==> config.mk <==
export PLATFORM = sky130hd
export DESIGN_NAME = rs_encoder_204_188
export DESIGN_NICKNAME = d
export VERILOG_FILES = /design/src/rtl/rs_encoder_204_188.sv
export SDC_FILE = /design/constraint.sdc
export NUM_CORES = 1
export LEC_CHECK = 0
export ABC_AREA = 0
export CORE_MARGIN = 2
export CORE_UTILIZATION = 48
export DETAILED_ROUTE_END_ITERATION = 7
export SKIP_LAST_GASP = 1
export SYNTH_ARGS = -nofsm -noshare
export SYNTH_HDL_FRONTEND = slang
export SYNTH_SLANG_ARGS = --single-unit
export TNS_END_PERCENT = 30
==> constraint.sdc <==
create_clock -name Clk -period 4.4 [get_ports Clk]
set_input_delay 0.88 -clock Clk [delete_from_list [all_inputs] [get_ports Clk]]
set_output_delay 0.88 -clock Clk [all_outputs]
set_load 0.02 [all_outputs]
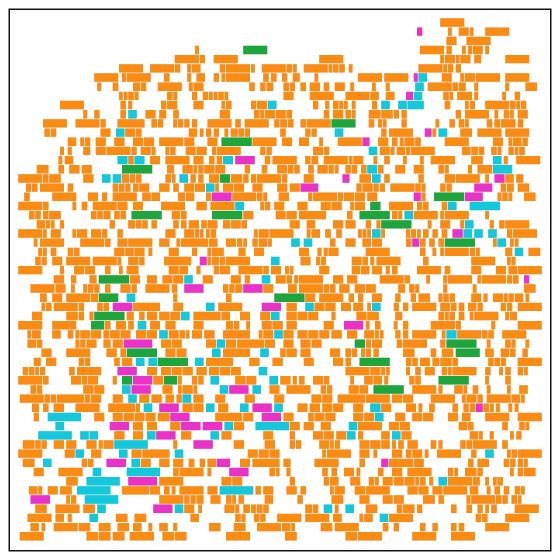
(sizing map)
legend:
  magenta:
    size: _2 cells
    cells: 44
    share: 3.0%
  cyan:
    size: _3 and _4 cells
    cells: 101
    share: 6.8%
  green:
    size: _6 and larger
    cells: 27
    share: 1.8%
  orange:
    size: _0 and _1 cells
    cells: 1310
    share: 88%
post-route cell area: 13100 um^2
Layout area overhead: 12.1%

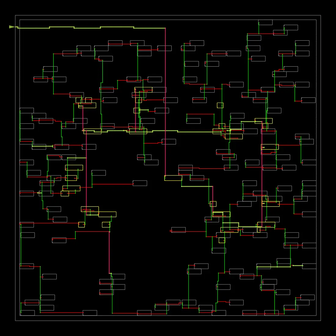
(clock nets)
CTS Sinks: 154
clkbuf count: 18
worst-case clock skew: 0.0173 ns
Insertion Delay late pin: 0.45 ns

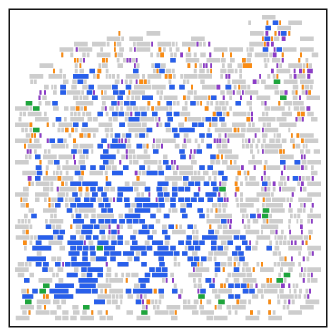
(gate-type map)
legend:
  green:
    family: multiplexers
    cells: 18
    most_used: mux2i_1
    where: all over the die
  purple:
    family: NAND gates
    cells: 166
    most_used: nand2_1
    where: all over the die
  orange:
    family: NOR gates
    cells: 146
    most_used: nor2_1
    where: all over the die
  blue:
    family: XOR/XNOR gates
    cells: 318
    most_used: xnor2_1
multi-input gate share of total cell area: 61.5%
Top cell excl fill/tap: o21ai_0
fin cells: 1806

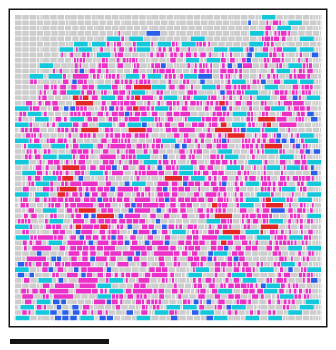
(cell classes on the final placement)
Bar = 50 um. Fill, decap, tap and diode cells in grey.
legend:
  blue:
    class: other buffers and delay cells
    cells: 109
  red:
    class: clock drivers and dummy loads
    cells: 32
  cyan:
    class: flops
    cells: 154
  magenta:
    class: combinational and other logic
    cells: 1187
core box area: 24100 um^2
flop share of the area: 23.5%

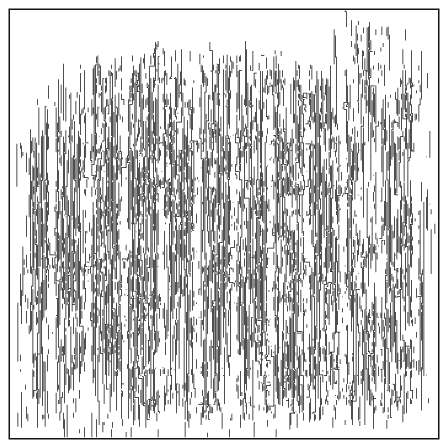
(metal 2)
wire length on this layer: 19900 um
share of all routed wire: 42%
main direction: vertical
longest straight run: 67.7 um
met2 usage: 54.4%
vias: 11607

==> reports/qor.csv <==
stage;metric;value;unit
routing;drtIter0Drc;1673;
worst_setup_path;cp-end-kind;flop;
clock_network;clockRootBuffer;clkbuf_16;
routing;drc_errors;0;
cells_and_area;nets;1487;
timing;hold_viol;0;
worst_setup_path;cpMaxStageDelayCell;clkdlybuf4s50_1;
logic_synthesis;common_cells;o21ai_0 (193), xnor2_1 (174), dfxtp_1 (154), a21oi_1 (147), nand2_1 (142);
worst_setup_path;cp_max_fo;9;
logic_synthesis;fp_nets;1479;
clock_network;cts_buffer_depth;2;
timing;timing.slew.headroom;30.2;%
floorplanning;fp-row-count;57;
timing;rsz0062_at_grt;false;
global_routing;grt_max_degree;73;
logic_synthesis;synth_cell_types;58;
logic_synthesis;syn_area;11700;um^2
logic_synthesis;ff_type;dfxtp_1;
logic_synthesis;async_flop_share;0;%
global_routing;grt_pass1_wl;70900;um
global_routing;antenna_found_initial;0;
placed_design;placed_cells;1774;
timing;finalCriticalPeriod;3.73;ns
logic_synthesis;numSynthFlops;154;
floorplanning;ios;25;
logic_synthesis;yosys_warnings;0;
routing;vias_per_cell;6.43;
worst_setup_path;ff2ff_path_depth;7;
global_routing;track_usage;36.8;%
logic_synthesis;top_area_share;26.4;%
run;warnings;29;
logic_synthesis;ys_seq_share;26.4;%
logic_synthesis;syn-instance-count;1461;
clock_network;h-tree-depth;4;
clock_network;cts_setup_buffers;0;
run_status;run_status;finished clean;
floorplanning;initCoreUtil;48.5;%
timing;finalCritPeriodShare;84.8;%
clock_network;cts_tree;done;
routing;wire_per_inst;26.2;um
timing;setup_violations;0;
global_routing;grt_pass1_vias;10742;
## final cells by class
class,count,area share [%]
Timing Repair Buffer,109,6.91
Multi-Input combinational cell,1164,61.5
Sequential cell,154,23.5
Clock inverter,14,1.02
Inverter,23,0.658
Tap cell,324,3.09
Clock buffer,18,3.27
## layer usage
layer / global-route usage [%] / part of all wire (%)
met5: 0 / 0
met4: 20.1 / 6.3
met3: 8.60 / 12
met2: 54.4 / 42
met1: 49.7 / 40
## worst max-delay path, delay by kind of cell
family          cells  cell delay (ns)
buf+inv             3             1.33
xor+xnor            3             1.11
compound gates      3             0.67
simple gates        1             0.05
## logic make-up after synthesis
kind of cell	after synthesis	synth area share, %
adder cells (fa/ha/maj)	6	0.642
flip-flops	154	26.4
multiplexers	18	1.54
XOR/XNOR	318	29.0
AND/OR/NAND/NOR	327	11.9
buffers and inverters	143	5.19
AND-OR/OR-AND	495	25.4
## through the flow
step	hold slack [ns]	setup WS (ns)	utilization [%]	cell area, um^2
2_1_floorplan	0.435	1.32	-	11700
3_3_place_gp	0.458	0.374	52.1	12500
3_5_place_dp	0.465	0.350	52.1	12500
4_1_cts	0.482	0.829	54.4	13100
5_1_grt	0.509	0.686	54.4	13100
6_report	0.480	0.668	54.4	13100
